File: config.mk
export PLATFORM = sky130hd
export DESIGN_NAME = alu_rr_scheduler
export DESIGN_NICKNAME = d
export VERILOG_FILES = /design/src/rtl/alu_rr_scheduler.sv
export SDC_FILE = /design/constraint.sdc
export NUM_CORES = 1
export LEC_CHECK = 0
export CELL_PAD_IN_SITES_DETAIL_PLACEMENT = 1
export CELL_PAD_IN_SITES_GLOBAL_PLACEMENT = 1
export CORE_UTILIZATION = 29
export DETAILED_ROUTE_END_ITERATION = 8
export GPL_TIMING_DRIVEN = 0
export PLACE_DENSITY = 0.86
export SYNTH_ARGS = -nofsm -noshare
export SYNTH_HDL_FRONTEND = slang
export SYNTH_SLANG_ARGS = --single-unit
File: constraint.sdc
create_clock -name clk -period 1.7 [get_ports clk]
set_input_delay 0.34 -clock clk [delete_from_list [all_inputs] [get_ports clk]]
set_output_delay 0.34 -clock clk [all_outputs]
set_load 0.005 [all_outputs]
File: src/rtl/alu_rr_scheduler.sv
// Round-robin arbiter sharing one bit-serial 4-bit ALU between two requesters.
// One operation in flight at a time; illegal opcodes and a silent ALU produce an error response.
module alu_rr_scheduler #(
  parameter int TIMEOUT = 12
) (
  input  logic       clk,
  input  logic       reset,
  input  logic       req0_valid,
  output logic       req0_ready,
  input  logic [2:0] req0_op,
  input  logic [3:0] req0_a,
  input  logic [3:0] req0_b,
  input  logic       req1_valid,
  output logic       req1_ready,
  input  logic [2:0] req1_op,
  input  logic [3:0] req1_a,
  input  logic [3:0] req1_b,
  output logic [2:0] alu_op,
  output logic [3:0] alu_a,
  output logic [3:0] alu_b,
  input  logic [3:0] alu_c,
  input  logic       alu_zf,
  input  logic       alu_sf,
  input  logic       alu_cf,
  input  logic       alu_done,
  output logic       rsp_valid,
  input  logic       rsp_ready,
  output logic       rsp_id,
  output logic [3:0] rsp_c,
  output logic       rsp_zf,
  output logic       rsp_sf,
  output logic       rsp_cf,
  output logic       rsp_err
);

  typedef enum logic [1:0] {IDLE, ISSUE, WAIT, RESP} state_t;

  localparam logic [3:0] TO_LIM = 4'(TIMEOUT);

  function automatic logic op_legal(input logic [2:0] op);
    return (op >= 3'd1) && (op <= 3'd4);
  endfunction

  state_t     state, state_nxt;
  logic       rr_last, rr_last_nxt;
  logic [3:0] cnt, cnt_nxt;
  logic [3:0] cnt_inc;
  logic       gnt0, gnt1, accept, busy;
  logic [2:0] sel_op;
  logic [2:0] op_p0;
  logic [3:0] a_p0, b_p0;
  logic       rsp_id_nxt, rsp_zf_nxt, rsp_sf_nxt, rsp_cf_nxt, rsp_err_nxt;
  logic [3:0] rsp_c_nxt;

  // rr_last holds the requester served most recently; on a tie the other one wins.
  always_comb begin
    gnt1 = req1_valid & (~req0_valid | ~rr_last);
    gnt0 = req0_valid & ~gnt1;
  end

  assign req0_ready = reset & (state == IDLE) & gnt0;
  assign req1_ready = reset & (state == IDLE) & gnt1;
  assign accept     = req0_ready | req1_ready;
  assign sel_op     = gnt1 ? req1_op : req0_op;
  assign cnt_inc    = cnt + 4'd1;

  // ALU sees operands only while an operation is being computed; opcode 0 clears it.
  assign busy      = (state == ISSUE) || (state == WAIT);
  assign alu_op    = busy ? op_p0 : 3'd0;
  assign alu_a     = busy ? a_p0  : 4'd0;
  assign alu_b     = busy ? b_p0  : 4'd0;
  assign rsp_valid = (state == RESP);

  always_comb begin
    state_nxt   = state;
    rr_last_nxt = rr_last;
    cnt_nxt     = cnt;
    rsp_id_nxt  = rsp_id;
    rsp_c_nxt   = rsp_c;
    rsp_zf_nxt  = rsp_zf;
    rsp_sf_nxt  = rsp_sf;
    rsp_cf_nxt  = rsp_cf;
    rsp_err_nxt = rsp_err;
    case (state)
      IDLE: begin
        if (accept) begin
          rr_last_nxt = gnt1;
          rsp_id_nxt  = gnt1;
          if (op_legal(sel_op)) begin
            state_nxt = ISSUE;
          end else begin
            state_nxt   = RESP;
            rsp_err_nxt = 1'b1;
            rsp_c_nxt   = 4'd0;
            rsp_zf_nxt  = 1'b0;
            rsp_sf_nxt  = 1'b0;
            rsp_cf_nxt  = 1'b0;
          end
        end
      end
      ISSUE: begin
        cnt_nxt   = 4'd0;
        state_nxt = WAIT;
      end
      WAIT: begin
        if (alu_done) begin
          state_nxt   = RESP;
          rsp_err_nxt = 1'b0;
          rsp_c_nxt   = alu_c;
          rsp_zf_nxt  = alu_zf;
          rsp_sf_nxt  = alu_sf;
          rsp_cf_nxt  = alu_cf;
        end else begin
          cnt_nxt = cnt_inc;
          if (cnt_inc == TO_LIM) begin
            state_nxt   = RESP;
            rsp_err_nxt = 1'b1;
            rsp_c_nxt   = 4'd0;
            rsp_zf_nxt  = 1'b0;
            rsp_sf_nxt  = 1'b0;
            rsp_cf_nxt  = 1'b0;
          end
        end
      end
      RESP: begin
        if (rsp_ready) state_nxt = IDLE;
      end
      default: state_nxt = IDLE;
    endcase
  end

  always_ff @(posedge clk) begin
    if (!reset) begin
      state   <= IDLE;
      rr_last <= 1'b1;
      cnt     <= 4'd0;
      rsp_id  <= 1'b0;
      rsp_c   <= 4'd0;
      rsp_zf  <= 1'b0;
      rsp_sf  <= 1'b0;
      rsp_cf  <= 1'b0;
      rsp_err <= 1'b0;
    end else begin
      state   <= state_nxt;
      rr_last <= rr_last_nxt;
      cnt     <= cnt_nxt;
      rsp_id  <= rsp_id_nxt;
      rsp_c   <= rsp_c_nxt;
      rsp_zf  <= rsp_zf_nxt;
      rsp_sf  <= rsp_sf_nxt;
      rsp_cf  <= rsp_cf_nxt;
      rsp_err <= rsp_err_nxt;
    end
  end

  // Accept stage: operand latches carry no reset, they are only observed while busy.
  always_ff @(posedge clk) begin
    if (accept) begin
      op_p0 <= sel_op;
      a_p0  <= gnt1 ? req1_a : req0_a;
      b_p0  <= gnt1 ? req1_b : req0_b;
    end
  end

endmodule

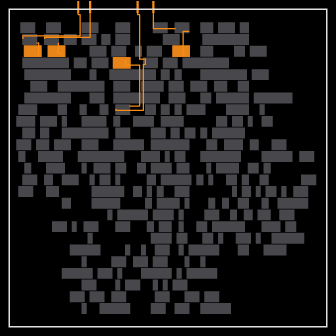
*I/O nets highlighted*
Key: orange = req1_a [direction input, edge top, end cells 4, buffers 4, wire 108 um]

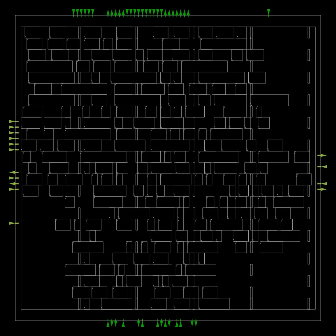
*Cell placement*
final std cells w/o fill: 287
fraction of standard cell area that is sequential: 27.3%

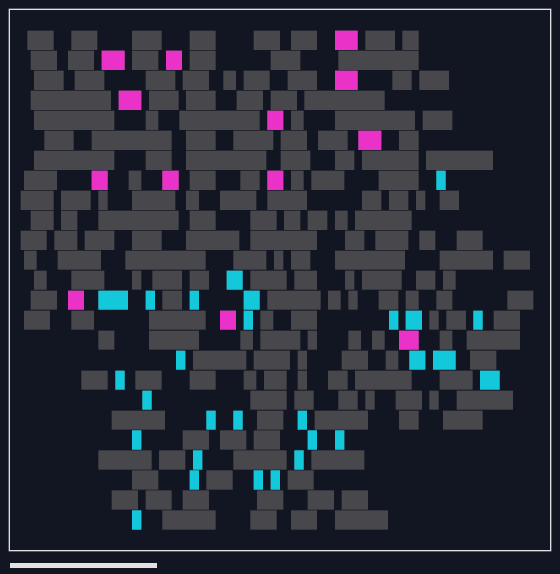
*Gate-type map*
Bar = 20 um.
Key: magenta = AND and OR gates [cells 13]; cyan = NAND gates [cells 28]

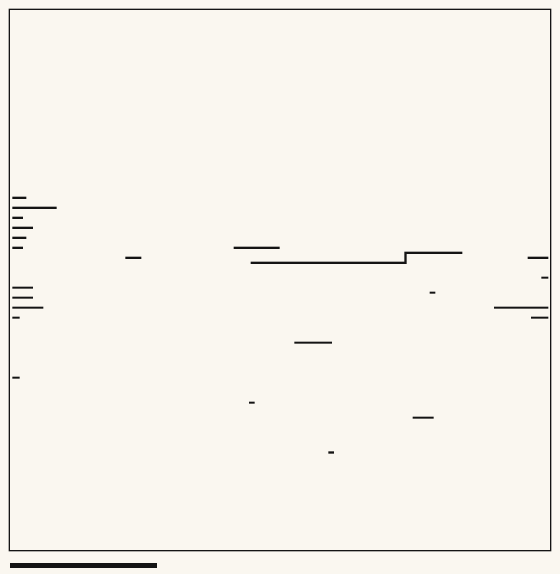
*The metal 3 layer*
Bar = 20 um.
The layer carries 82.3 um of wire. The wires run mostly horizontal. The longest straight run is 20.9 um.

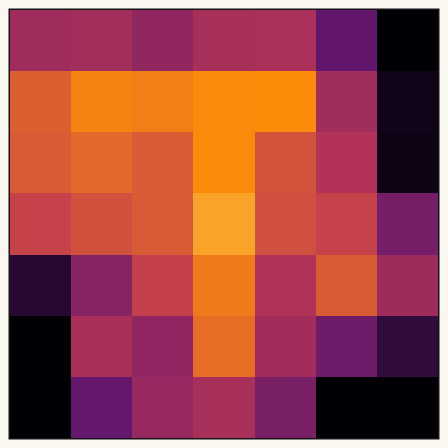
*Cell area per tile*
The die is cut into 7 by 7 equal tiles; black is low, pale yellow is high, 0 to 100% covered.
The densest ninth of the die: centre. 4.1% of the tiles are over 75% full. 10% of the tiles are nearly empty. The mean over all tiles is 43%. The fullest tile reaches 80%.

==> impl_results.html <==
<h3>Flow metrics</h3>
<table>
<tr><th>Metric</th><th>Value</th></tr>
<tr><th colspan="2">Detailed routing</th></tr>
<tr><td>DR WL/cell</td><td>14.7 um</td></tr>
<tr><td>Uppermost metal layer occupied by signal nets</td><td>met4</td></tr>
<tr><td>Overall routed net length</td><td>4.22 mm</td></tr>
<tr><td>Met2 wire length</td><td>2.28 mm</td></tr>
<tr><td>Number of DRC markers in iteration 0</td><td>16</td></tr>
<tr><td>First-pass iteration count of the detailed router</td><td>4</td></tr>
<tr><td>Detailed-route via count</td><td>1,345</td></tr>
<tr><td>Metal3 WL</td><td>between 80 and 90 um</td></tr>
<tr><th colspan="2">Clock tree</th></tr>
<tr><td>Clock insertion delay at the later pin of the skew report</td><td>0.28 ns</td></tr>
<tr><td>CTS tree</td><td>done</td></tr>
<tr><td>Cells resized by post-CTS repair</td><td>roughly 84</td></tr>
<tr><td>Root Driver</td><td>clkbuf_8</td></tr>
<tr><td>Clock slew at the register clock pins of the worst setup and hold paths</td><td>0.10 ns</td></tr>
<tr><td>Number of buffers created by CTS</td><td>3</td></tr>
<tr><td>H-tree levels</td><td>1</td></tr>
<tr><td>Number of hold buffers added after cts</td><td>0</td></tr>
<tr><td>Number of buffers inserted to repair setup after CTS</td><td>9</td></tr>
<tr><th colspan="2">Synthesis</th></tr>
<tr><td>Number of flip-flops and latches in the synthesized netlist</td><td>27</td></tr>
<tr><td>Post-synthesis cell count from yosys</td><td>145</td></tr>
<tr><td>YS warnings</td><td>0</td></tr>
<tr><td>Area contributors post-synth</td><td>edfxtp_1 22%, dfxtp_1 22%, mux2_2 8.4%</td></tr>
<tr><td>Yosys adder share</td><td>~5.9%</td></tr>
<tr><td>Top comb family, area</td><td>simple AND/OR/NAND/NOR gates</td></tr>
<tr><td>Mean cell area of the mapped netlist</td><td>10.2 sq um</td></tr>
<tr><td>Mux cell area share after synthesis</td><td>14.4%</td></tr>
<tr><td>Area share of and/or/nand/nor cells after synthesis</td><td>18.1%</td></tr>
<tr><td>Yosys top cell area share</td><td>22.3%</td></tr>
<tr><td>Cell area after synthesis</td><td>1480 sq um</td></tr>
<tr><td>Synthesized-area fraction occupied by ao, oa, aoi and oai cells</td><td>13.2%</td></tr>
<tr><td>Syn Nets</td><td>187</td></tr>
<tr><td>Cell type with the largest total area after synthesis</td><td>edfxtp_1</td></tr>
<tr><td>Chip area line of the yosys report</td><td>~1500 sq um</td></tr>
<tr><th colspan="2">Place</th></tr>
<tr><td>Setup Slack @ Placement</td><td>-0.798 ns</td></tr>
<tr><td>Final GP Congestion</td><td>0.746</td></tr>
<tr><td>DP Wirelength</td><td>roughly 3.0 mm</td></tr>
<tr><td>Post-detailed-placement cell area</td><td>approximately 2100 sq um</td></tr>
<tr><td>Input/output buffers</td><td>57</td></tr>
<tr><th colspan="2">Setup path</th></tr>
<tr><td>Crit path largest cell delay</td><td>0.34 ns</td></tr>
<tr><td>End of the worst register-to-register path</td><td>rsp_c[3]</td></tr>
<tr><td>Sort of element at the end of the critical path</td><td>primary output</td></tr>
<tr><td>Endpoint arrival time on the critical path</td><td>1.40 ns</td></tr>
<tr><td>Highest net fanout along the worst path</td><td>5</td></tr>
<tr><td>Depth of the worst register-to-register path</td><td>6</td></tr>
<tr><td>Startpoint class of the critical path</td><td>register</td></tr>
<tr><td>Delay-heaviest family, CP</td><td>buffers and inverters</td></tr>
<tr><td>Crit path buffers/inverters</td><td>4</td></tr>
<tr><td>Worst R2R Start</td><td>state[1]</td></tr>
<tr><td>Launch point of the worst path</td><td>state[1]</td></tr>
<tr><td>Cell type of the slowest stage on the worst timing path</td><td>dfxtp_2</td></tr>
<tr><td>Setup CP Type</td><td>register to primary output</td></tr>
<tr><td>Critical Path Stages</td><td>6</td></tr>
<tr><td>Data required time at the worst endpoint</td><td>~1.4 ns</td></tr>
<tr><th colspan="2">Power and ir drop</th></tr>
<tr><td>Sequential group power</td><td>873 uW</td></tr>
<tr><td>Dominant power group</td><td>combinational cells</td></tr>
<tr><td>Clock distribution power</td><td>about 380 uW</td></tr>
<tr><td>Part of the power in combinational logic</td><td>approximately three fifths</td></tr>
<tr><td>Internal power</td><td>2.03 mW</td></tr>
<tr><td>Power per cell area</td><td>1290 nW/um^2</td></tr>
<tr><td>Fraction of power consumed by sequential logic</td><td>28.0%</td></tr>
<tr><td>Power share of the clock group</td><td>around 12%</td></tr>
<tr><td>Cell leakage power</td><td>0.974 nW</td></tr>
<tr><td>Net Switching</td><td>1.09 mW</td></tr>
<tr><th colspan="2">Final timing</th></tr>
<tr><td>Maximum frequency from static timing analysis</td><td>about 0.58 GHz</td></tr>
<tr><td>Final tally of hold violations</td><td>0</td></tr>
<tr><td>Unrepaired setup endpoints after global routing</td><td>true</td></tr>
<tr><td>Max-slew violation count</td><td>0</td></tr>
<tr><td>Final min period</td><td>1.74 ns</td></tr>
<tr><td>Worst slack on hold paths</td><td>0.429 ns</td></tr>
<tr><td>Post-route setup slack</td><td>-0.0369 ns</td></tr>
<tr><td>Total negative slack for setup checks</td><td>-0.197 ns</td></tr>
<tr><td>Final-report setup violation count</td><td>10</td></tr>
<tr><th colspan="2">Layout</th></tr>
<tr><td>Register area</td><td>657 sq um</td></tr>
<tr><td>Inserted Diodes</td><td>0</td></tr>
<tr><td>Comb/total area</td><td>36.5%</td></tr>
<tr><td>Final standard cell area without fillers</td><td>2410 sq um</td></tr>
<tr><td>Final-layout fill cell count</td><td>559</td></tr>
<tr><td>Fraction of area in clock buffers and inverters</td><td>between 1.5 and 2%</td></tr>
<tr><td>Top Layout Cells</td><td>36 x clkdlybuf4s50_1, 21 x nand2_1, 12 x buf_4</td></tr>
<tr><td>Flops</td><td>27</td></tr>
<tr><td>Non-Clock Buffer Area Fraction</td><td>a little under 30%</td></tr>
<tr><td>Area occupied by multi-input gates</td><td>878 sq um</td></tr>
<tr><td>Non-clock buffer count</td><td>76</td></tr>
<tr><td>Biggest Area Class</td><td>multi-input combinational cells</td></tr>
<tr><td>Number of multi-input combinational cells in the layout</td><td>~110</td></tr>
<tr><td>Commonest Layout Cell</td><td>clkdlybuf4s50_1</td></tr>
<tr><td>Count of clock-net buffers in the final layout</td><td>3</td></tr>
<tr><td>Fraction of layout cells with a size suffix above 1</td><td>35.9%</td></tr>
<tr><td>Final-stage net count</td><td>263</td></tr>
<tr><th colspan="2">Floorplan</th></tr>
<tr><td>Chip area</td><td>5400 sq um</td></tr>
<tr><td>Initial Utilization</td><td>30.8%</td></tr>
<tr><td>Core area</td><td>4820 sq um</td></tr>
<tr><td>Number of top-level design ports</td><td>~58</td></tr>
<tr><td>Die X</td><td>73.5 um</td></tr>
<tr><td>Die y size</td><td>73.5 um</td></tr>
<tr><td>Tap cell count</td><td>67</td></tr>
<tr><th colspan="2">Min path</th></tr>
<tr><td>Cell depth of the worst hold path</td><td>2</td></tr>
<tr><td>Worst min-delay path startpoint</td><td>req0_op[1]</td></tr>
<tr><th colspan="2">Run status</th></tr>
<tr><td>Outcome</td><td>finished with violations</td></tr>
<tr><td>Failing checks</td><td>negative setup slack</td></tr>
<tr><th colspan="2">GRT</th></tr>
<tr><td>Overflow left after global routing</td><td>0</td></tr>
<tr><td>Global-route wire length before repair</td><td>~6.7 mm</td></tr>
<tr><td>Pin count of the biggest net entering global routing</td><td>16</td></tr>
<tr><td>Global-route met2 utilization</td><td>27.7%</td></tr>
<tr><td>Global-route layer with the greatest usage</td><td>met2</td></tr>
<tr><td>Met1 track demand over resource in global routing</td><td>20.6%</td></tr>
<tr><td>Vias in the first global route</td><td>~1,400</td></tr>
<tr><th colspan="2">Job</th></tr>
<tr><td>Number of warnings the tools reported</td><td>33</td></tr>
</table>
synth_stat cells:
cell type,number
nor2b_1,1
o221ai_1,1
and3_1,1
and2b_1,1
nor3_1,2
nor3b_1,2
mux2_2,11
a21oi_1,3
nand3b_1,1
a211oi_2,1
inv_1,6
nand2_2,1
dfxtp_1,16
buf_2,2
a211oi_1,3
xnor2_1,2
o21bai_1,1
o22ai_2,1
nand2_1,23
edfxtp_1,11
a221oi_2,1
ha_1,7
a21bo_1,1
nand4_1,1
a22oi_1,1
nand4b_1,1
o21ai_0,4
o211ai_1,1
clkbuf_1,2
a31oi_1,1
o21ai_1,1
inv_2,1
clkbuf_2,1
o221ai_4,1
mux2i_1,9
nor2_1,9
and2_1,11
a21boi_4,1
nand2b_1,1
Power is estimated from default activity; no workload was simulated.
